<file path="src/rtl/mem_arb_pkg.sv">
// mem_arb_pkg: shared types and write-encoding constants for the memory-port arbiter.
// Rev 1.0
`default_nettype none

package mem_arb_pkg;

  typedef enum logic [1:0] {
    IDLE   = 2'd0,
    BUSY_I = 2'd1,
    BUSY_D = 2'd2,
    RESP   = 2'd3
  } state_e;

  typedef enum logic {
    OWN_I = 1'b0,
    OWN_D = 1'b1
  } owner_e;

  localparam logic [1:0] WE_RD  = 2'b00;
  localparam logic [1:0] WE_W32 = 2'b01;
  localparam logic [1:0] WE_WN  = 2'b11;

  // The unused 2'b10 code is folded onto a full-width write.
  function automatic logic [1:0] norm_we(input logic [1:0] we);
    return (we == 2'b10) ? WE_WN : we;
  endfunction

endpackage

`default_nettype wire

</file>
<file path="src/rtl/mem_arb_if.sv">
// mem_arb_if: fetch, data and memory-port signals of the arbiter; master = arbiter view.
// Rev 1.0
`default_nettype none

interface mem_arb_if #(
  parameter int N = 64
);
  logic          i_req;
  logic [31:0]   i_adr;
  logic          i_abort;
  logic [31:0]   i_rdata;
  logic          i_val;

  logic          d_req;
  logic [1:0]    d_we;
  logic [N-1:0]  d_adr;
  logic [N-1:0]  d_wdata;
  logic [N-1:0]  d_rdata;
  logic          d_val;

  logic          m_req;
  logic [1:0]    m_we;
  logic [N-1:0]  m_adr;
  logic [N-1:0]  m_wdata;
  logic [N-1:0]  m_rdata;
  logic          m_ack;

  modport master (
    input  i_req, i_adr, i_abort, d_req, d_we, d_adr, d_wdata, m_rdata, m_ack,
    output i_rdata, i_val, d_rdata, d_val, m_req, m_we, m_adr, m_wdata
  );

  modport slave (
    output i_req, i_adr, i_abort, d_req, d_we, d_adr, d_wdata, m_rdata, m_ack,
    input  i_rdata, i_val, d_rdata, d_val, m_req, m_we, m_adr, m_wdata
  );
endinterface

`default_nettype wire

</file>
<file path="src/rtl/mem_arb_perf.sv">
// mem_arb_perf: wrapping 32-bit grant and fetch-stall event counters for mem_arbiter.
// Rev 1.0
`default_nettype none

module mem_arb_perf (
  input  logic        clk,
  input  logic        reset,
  input  logic        igrant_i,
  input  logic        dgrant_i,
  input  logic        istall_i,
  output logic [31:0] igrant_o,
  output logic [31:0] dgrant_o,
  output logic [31:0] istall_o
);
  logic [31:0] igrant_q, dgrant_q, istall_q;

  always_ff @(posedge clk) begin
    if (!reset) begin
      igrant_q <= 32'd0;
      dgrant_q <= 32'd0;
      istall_q <= 32'd0;
    end else begin
      if (igrant_i) igrant_q <= igrant_q + 32'd1;
      if (dgrant_i) dgrant_q <= dgrant_q + 32'd1;
      if (istall_i) istall_q <= istall_q + 32'd1;
    end
  end

  assign igrant_o = igrant_q;
  assign dgrant_o = dgrant_q;
  assign istall_o = istall_q;
endmodule

`default_nettype wire

</file>
<file path="src/rtl/mem_arbiter.sv">
// mem_arbiter: shares one memory port between fetch and data sides, data-priority with a fetch
// starvation guard. MEM_ARB_PERF_EN adds perf_igrant/perf_dgrant/perf_istall counters. Rev 1.0
`default_nettype none

module mem_arbiter
  import mem_arb_pkg::*;
#(
  parameter int N          = 64,
  parameter int STARVE_MAX = 4
) (
  input  logic        clk,
  input  logic        reset,
  mem_arb_if.master   bus
`ifdef MEM_ARB_PERF_EN
  ,
  output logic [31:0] perf_igrant,
  output logic [31:0] perf_dgrant,
  output logic [31:0] perf_istall
`endif
);
  localparam int            SW         = $clog2(STARVE_MAX + 1);
  localparam logic [SW-1:0] STARVE_LIM = SW'(STARVE_MAX);

  state_e        state_q, state_d;
  logic [SW-1:0] starve_q, starve_d;
  logic          aborted_q, aborted_d;
  logic          m_req_q, m_req_d;
  logic [1:0]    m_we_q, m_we_d;
  logic [N-1:0]  m_adr_q, m_adr_d;
  logic [N-1:0]  m_wdata_q, m_wdata_d;
  logic [N-1:0]  d_rdata_q, d_rdata_d;
  logic [31:0]   i_rdata_q, i_rdata_d;
  logic          i_val_q, i_val_d;
  logic          d_val_q, d_val_d;

  logic          i_live;
  logic          grant_i;
  logic          grant_d;

  // A fetch raised together with its own abort never competes.
  assign i_live  = bus.i_req & ~bus.i_abort;
  assign grant_d = (state_q == IDLE) & bus.d_req & ~(i_live & (starve_q >= STARVE_LIM));
  assign grant_i = (state_q == IDLE) & i_live & ~grant_d;

  always_comb begin
    state_d   = state_q;
    starve_d  = starve_q;
    aborted_d = aborted_q;
    m_req_d   = m_req_q;
    m_we_d    = m_we_q;
    m_adr_d   = m_adr_q;
    m_wdata_d = m_wdata_q;
    d_rdata_d = d_rdata_q;
    i_rdata_d = i_rdata_q;
    i_val_d   = 1'b0;
    d_val_d   = 1'b0;

    case (state_q)
      IDLE: begin
        if (grant_d) begin
          state_d   = BUSY_D;
          m_req_d   = 1'b1;
          m_we_d    = norm_we(bus.d_we);
          m_adr_d   = bus.d_adr;
          m_wdata_d = bus.d_wdata;
          if (bus.i_req && (starve_q < STARVE_LIM)) starve_d = starve_q + SW'(1);
        end else if (grant_i) begin
          state_d   = BUSY_I;
          starve_d  = '0;
          aborted_d = 1'b0;
          m_req_d   = 1'b1;
          m_we_d    = WE_RD;
          m_adr_d   = {{(N-32){1'b0}}, bus.i_adr};
          m_wdata_d = '0;
        end
      end
      BUSY_I: begin
        if (bus.i_abort) aborted_d = 1'b1;
        if (bus.m_ack) begin
          state_d = RESP;
          m_req_d = 1'b0;
          if (!aborted_q && !bus.i_abort) begin
            i_val_d   = 1'b1;
            i_rdata_d = m_adr_q[2] ? bus.m_rdata[63:32] : bus.m_rdata[31:0];
          end
        end
      end
      BUSY_D: begin
        if (bus.m_ack) begin
          state_d = RESP;
          m_req_d = 1'b0;
          d_val_d = 1'b1;
          if (m_we_q == WE_RD) d_rdata_d = bus.m_rdata;
        end
      end
      RESP: begin
        state_d   = IDLE;
        aborted_d = 1'b0;
      end
      default: state_d = IDLE;
    endcase
  end

  always_ff @(posedge clk) begin
    if (!reset) begin
      state_q   <= IDLE;
      starve_q  <= '0;
      aborted_q <= 1'b0;
      m_req_q   <= 1'b0;
      m_we_q    <= WE_RD;
      m_adr_q   <= '0;
      m_wdata_q <= '0;
      d_rdata_q <= '0;
      i_rdata_q <= 32'd0;
      i_val_q   <= 1'b0;
      d_val_q   <= 1'b0;
    end else begin
      state_q   <= state_d;
      starve_q  <= starve_d;
      aborted_q <= aborted_d;
      m_req_q   <= m_req_d;
      m_we_q    <= m_we_d;
      m_adr_q   <= m_adr_d;
      m_wdata_q <= m_wdata_d;
      d_rdata_q <= d_rdata_d;
      i_rdata_q <= i_rdata_d;
      i_val_q   <= i_val_d;
      d_val_q   <= d_val_d;
    end
  end

  assign bus.m_req   = m_req_q;
  assign bus.m_we    = m_we_q;
  assign bus.m_adr   = m_adr_q;
  assign bus.m_wdata = m_wdata_q;
  assign bus.i_rdata = i_rdata_q;
  assign bus.i_val   = i_val_q;
  assign bus.d_rdata = d_rdata_q;
  assign bus.d_val   = d_val_q;

`ifdef MEM_ARB_PERF_EN
  owner_e owner_q;
  logic   istall;

  // Remembers who owns the RESP cycle so a fetch awaiting its own pulse is not a stall.
  always_ff @(posedge clk) begin
    if (!reset)       owner_q <= OWN_I;
    else if (grant_i) owner_q <= OWN_I;
    else if (grant_d) owner_q <= OWN_D;
  end

  assign istall = bus.i_req &
                  ~((state_q == BUSY_I) | ((state_q == RESP) & (owner_q == OWN_I)));

  mem_arb_perf u_perf (
    .clk      (clk),
    .reset    (reset),
    .igrant_i (grant_i),
    .dgrant_i (grant_d),
    .istall_i (istall),
    .igrant_o (perf_igrant),
    .dgrant_o (perf_dgrant),
    .istall_o (perf_istall)
  );
`endif

endmodule

`default_nettype wire

</file>
<file path="src/flat_wrapper.sv">
// flat-port wrapper written by rule: the top's interface ports become plain ports
module mem_arbiter_flat import mem_arb_pkg::*;
#(
  parameter int N          = 64,
  parameter int STARVE_MAX = 4
)
  (clk, reset, bus_i_req, bus_i_adr, bus_i_abort, bus_d_req, bus_d_we, bus_d_adr, bus_d_wdata, bus_m_rdata, bus_m_ack, bus_i_rdata, bus_i_val, bus_d_rdata, bus_d_val, bus_m_req, bus_m_we, bus_m_adr, bus_m_wdata);
  mem_arb_if #(.N(N)) bus_i ();
  input  logic clk;
  input  logic reset;
  input wire logic [$bits(bus_i.i_req)-1:0] bus_i_req;
  input wire logic [$bits(bus_i.i_adr)-1:0] bus_i_adr;
  input wire logic [$bits(bus_i.i_abort)-1:0] bus_i_abort;
  input wire logic [$bits(bus_i.d_req)-1:0] bus_d_req;
  input wire logic [$bits(bus_i.d_we)-1:0] bus_d_we;
  input wire logic [$bits(bus_i.d_adr)-1:0] bus_d_adr;
  input wire logic [$bits(bus_i.d_wdata)-1:0] bus_d_wdata;
  input wire logic [$bits(bus_i.m_rdata)-1:0] bus_m_rdata;
  input wire logic [$bits(bus_i.m_ack)-1:0] bus_m_ack;
  output wire logic [$bits(bus_i.i_rdata)-1:0] bus_i_rdata;
  output wire logic [$bits(bus_i.i_val)-1:0] bus_i_val;
  output wire logic [$bits(bus_i.d_rdata)-1:0] bus_d_rdata;
  output wire logic [$bits(bus_i.d_val)-1:0] bus_d_val;
  output wire logic [$bits(bus_i.m_req)-1:0] bus_m_req;
  output wire logic [$bits(bus_i.m_we)-1:0] bus_m_we;
  output wire logic [$bits(bus_i.m_adr)-1:0] bus_m_adr;
  output wire logic [$bits(bus_i.m_wdata)-1:0] bus_m_wdata;
  assign bus_i.i_req = bus_i_req;
  assign bus_i.i_adr = bus_i_adr;
  assign bus_i.i_abort = bus_i_abort;
  assign bus_i.d_req = bus_d_req;
  assign bus_i.d_we = bus_d_we;
  assign bus_i.d_adr = bus_d_adr;
  assign bus_i.d_wdata = bus_d_wdata;
  assign bus_i.m_rdata = bus_m_rdata;
  assign bus_i.m_ack = bus_m_ack;
  assign bus_i_rdata = bus_i.i_rdata;
  assign bus_i_val = bus_i.i_val;
  assign bus_d_rdata = bus_i.d_rdata;
  assign bus_d_val = bus_i.d_val;
  assign bus_m_req = bus_i.m_req;
  assign bus_m_we = bus_i.m_we;
  assign bus_m_adr = bus_i.m_adr;
  assign bus_m_wdata = bus_i.m_wdata;
  mem_arbiter #(.N(N), .STARVE_MAX(STARVE_MAX)) u_core (.clk(clk), .reset(reset), .bus(bus_i));
endmodule
</file>
<file path="config.mk">
export PLATFORM = sky130hd
export DESIGN_NAME = mem_arbiter_flat
export DESIGN_NICKNAME = d
export VERILOG_FILES = /design/src/rtl/mem_arb_pkg.sv /design/src/rtl/mem_arb_if.sv /design/src/rtl/mem_arb_perf.sv /design/src/rtl/mem_arbiter.sv /design/src/flat_wrapper.sv
export SDC_FILE = /design/constraint.sdc
export NUM_CORES = 1
export LEC_CHECK = 0
export ABC_AREA = 1
export CAP_MARGIN = 30
export CORE_AREA = 2 2 181 183
export DETAILED_ROUTE_END_ITERATION = 7
export DIE_AREA = 0 0 183 185
export PLACE_DENSITY = 0.61
export SETUP_SLACK_MARGIN = 0.02
export SYNTH_ARGS = -nofsm -noshare
export SYNTH_HDL_FRONTEND = slang
export SYNTH_HIERARCHICAL = 1
export SYNTH_SLANG_ARGS = --single-unit
</file>
<file path="constraint.sdc">
create_clock -name clk -period 2.08 [get_ports clk]
set_input_delay 0.52 -clock clk [delete_from_list [all_inputs] [get_ports clk]]
set_output_delay 0.52 -clock clk [all_outputs]
set_load 0.01 [all_outputs]
</file>
==> reports/results.ini, run 1 <==
[floorplan]
die_x_um=183
dieHeight_um=185
num_tap_cells=408
die_area_mm2=0.03386

[synthesis]
postSynthAreaPerCell_um2=7.526
synthArstFlopShare_pct=0
ys_area_mm2=0.009400
yosys.area.top_type_share_pct=50.05
synth_stat.cells=1249
ys_sh_xor_pct=0
edf_count=0
top_area_cell=dfxtp_1

[power]
p_sw_w=0.005558
p_leak_nw=6.198
power-per-cell-area_mw_per_mm2=1113
irDropWorstVdd_mv=0.8919
internal-power_w=0.01167
pwr-share-seq_pct=34.5
p_seq_w=0.00594
total_power_w=0.01723
p_sw_share_pct=32.26

[global_routing]
track_usage_pct=19.37
grt_pass1_vias=9509
met1_usage_pct=22.85

[cells_and_area]
seq_area_mm2=0.004706
diodes=0
largest_class=buffers
seq_share_pct=30.40
fillers=3132
inverters=112
final_area_mm2=0.01548
n_all_buffers=494
comb_area_mm2=0.003824

[flow_run]
cap_viol_max_count=0

[timing]
fmax_ghz=0.4986
final.setup.worst_slack_ps=74.50
tightest_slew_ps=502.1
maxSlewHeadroom_pct=66.53
rsz0062_at_grt=false
drv_slew=0
hold_viol=0

[critical_path]
path_max_fanout=2
crit_required_ps=1560
cpPeakStageDelay_ps=620
r2r_start=u_core/state_q[0]
path_buffers=1
r2r_end=u_core/bus.m_wdata[47]
worstSetupPathType=reg2out
reg2reg_depth=9
crit_start=u_core/bus.m_wdata[12]

[detailed_routing]
dr.max_layer_used=met4
routed_wl_um=34840
drt_iter0_drc=421
viasPerCell=4.677

[clocking]
cts_root_buf=clkbuf_16
clk_latency_ps=540
numCtsBuffers=28
post-cts-setup-buffers=0
ctsHtreeMaxLevel=1
cts_tree=built
cts_max_path_buffers=3
clkTransAtPathRegs_ps=60

[outcome]
outcome=finished clean

[place]
port_buffers=460
gp_congestion=0.8007

[worst_hold_path]
hold_end=u_core/bus.i_rdata[14]

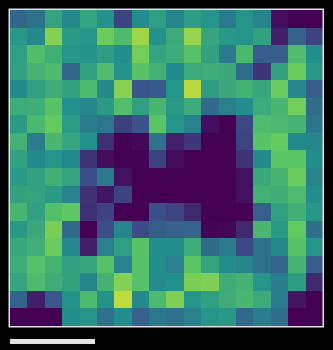
Figure 1: run 1, cell density map.
Bar = 50 µm. The die is cut into 18 by 18 equal tiles; dark purple is low, yellow is high, 0 to 100% covered.
emptiest ninth of the die: center
mean over tiles: 44%
tiles over 75% full: 6.5%
fullest tile: 90%
nearly empty tiles: 11%
final core utilization: 48.32%
initial core utilization: 29.34%
core outline area: 0.03204 mm²

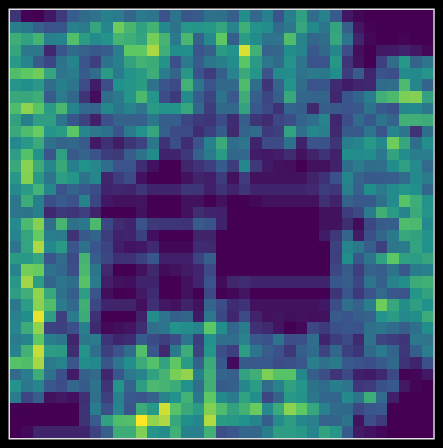
Figure 2: run 1, wiring heat map.
The die is cut into 37 by 37 equal tiles; dark purple is low, yellow is high, scaled to the fullest tile. Values are wire area over tile area, all layers added.
emptiest ninth of the die: center
mean over tiles: 0.17
nearly empty tiles: 11%
tiles over half the peak: 21%
fullest tile: 0.54

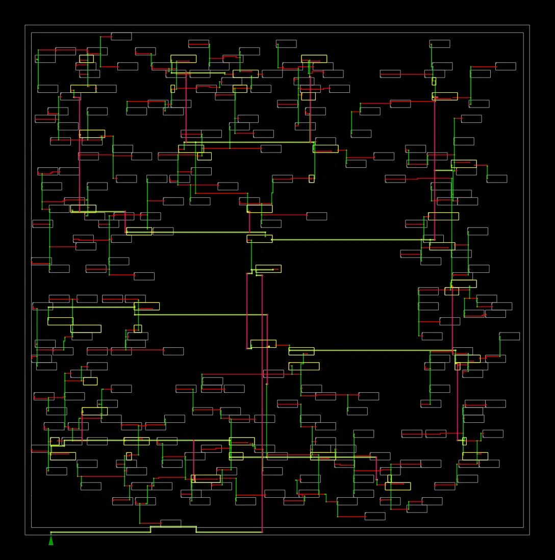
Figure 3: run 1, clock wiring as the flow saved it.
Clk. pwr: 0.00509 W
Clock Skews: 12.91 ps
Layout clock buffers: 41

--- run 2 (diff from run 1) ---
Settings changed: CTS_CLUSTER_DIAMETER set to 200.
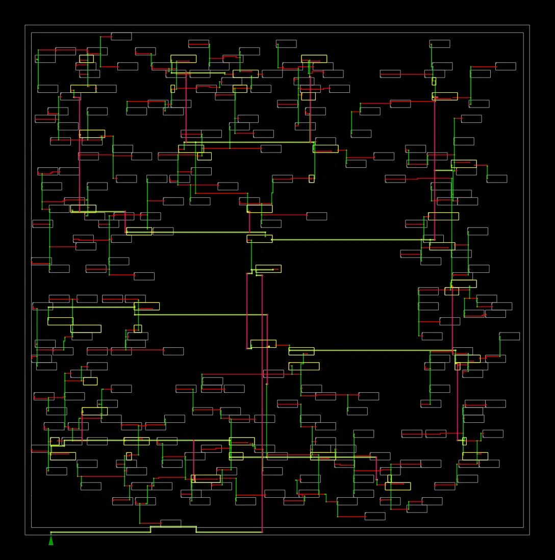
Figure 4: run 2, clock wiring as the flow saved it.
num sequential: 235
Sink Count: 235
Worst-Skew Late Latency: 540 ps
total CTS buffers: 28

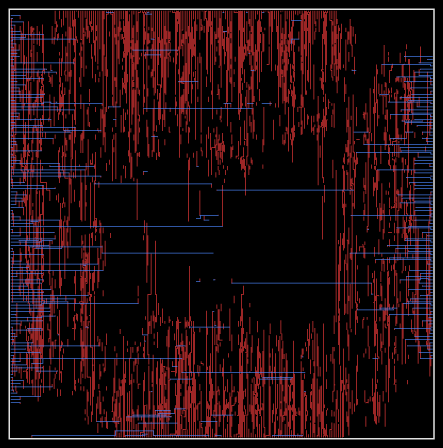
Figure 5: run 2, signal wires by layer.
Two of the layers only.
[blue] metal 3 | wire length: 3230 µm
[red] metal 2 | wire length: 16600 µm

==> run 2 against run 1 <==
  * Register-to-register slack about the same
  * Total power stayed put
  * Worst hold slack did not move
  * Largest cell class unchanged
  * Utilization unchanged
  * Sequential power about the same
  * Critical path type unchanged
  * Design area is the same
  * First-iteration DRC count stayed put
  * Cell count unchanged
==> reports/results.ini, run 2 <==
[clocking]
clkTransAtPathRegs_ps=60
cts_max_path_buffers=3
ctsHtreeMaxLevel=1
ctsHoldBuffers=0
post-cts-setup-buffers=0
cts_tree=built

[cells_and_area]
diodes=0
comb_area_mm2=0.003824
final_area_mm2=0.01548
largest_class=buffers
inverters=112
seq_share_pct=30.40
nClkBuffers=41
fillers=3132
seq_area_mm2=0.004706
lay_top_cells=clkdlybuf4s50_1, dfxtp_1, nand3_1
n_all_buffers=494
fin_util_pct=48.32

[power]
total_power_w=0.01723
p_leak_nw=6.198
irDropWorstVdd_mv=0.8919
p_sw_w=0.005558
p_sw_share_pct=32.26
internal-power_w=0.01167
pwr-share-seq_pct=34.5
power-per-cell-area_mw_per_mm2=1113
p_seq_w=0.00594

[floorplan]
fp_util_pct=29.34
die_x_um=183
die_area_mm2=0.03386
num_tap_cells=408
core_area_mm2=0.03204

[timing]
fmax_ghz=0.4986
hold_viol=0
final.setup.worst_slack_ps=74.50
drv_slew=0
maxSlewHeadroom_pct=66.53
rsz0062_at_grt=false
tightest_slew_ps=502.1

[critical_path]
crit_start=u_core/bus.m_wdata[12]
reg2reg_depth=9
crit_required_ps=1560
worstSetupPathType=reg2out
path_buffers=1
r2r_start=u_core/state_q[0]
r2r_setup_slack_ps=290

[detailed_routing]
met2_length_um=16650
viasPerCell=4.677
postRouteAntennaNets=0
dr.max_layer_used=met4

[synthesis]
synth_stat.cells=1249
ys_sh_xor_pct=0
common_cells=dfxtp_1, nand3_1, nand2_1, a21oi_1, o21ai_0
top_area_cell=dfxtp_1
postSynthAreaPerCell_um2=7.526
synthArstFlopShare_pct=0
ys_area_mm2=0.009400
area_leaders=dfxtp_1, nand3_1, a21oi_1
edf_count=0

[outcome]
outcome=finished clean

[flow_run]
cap_viol_max_count=0

[global_routing]
met1_usage_pct=22.85
grt_start_max_net_pins=100
grt_pass1_vias=9509

[place]
port_buffers=460
gp_congestion=0.8007

[worst_hold_path]
hold_end=u_core/bus.i_rdata[14]

Power and IR drop assume default switching activity.
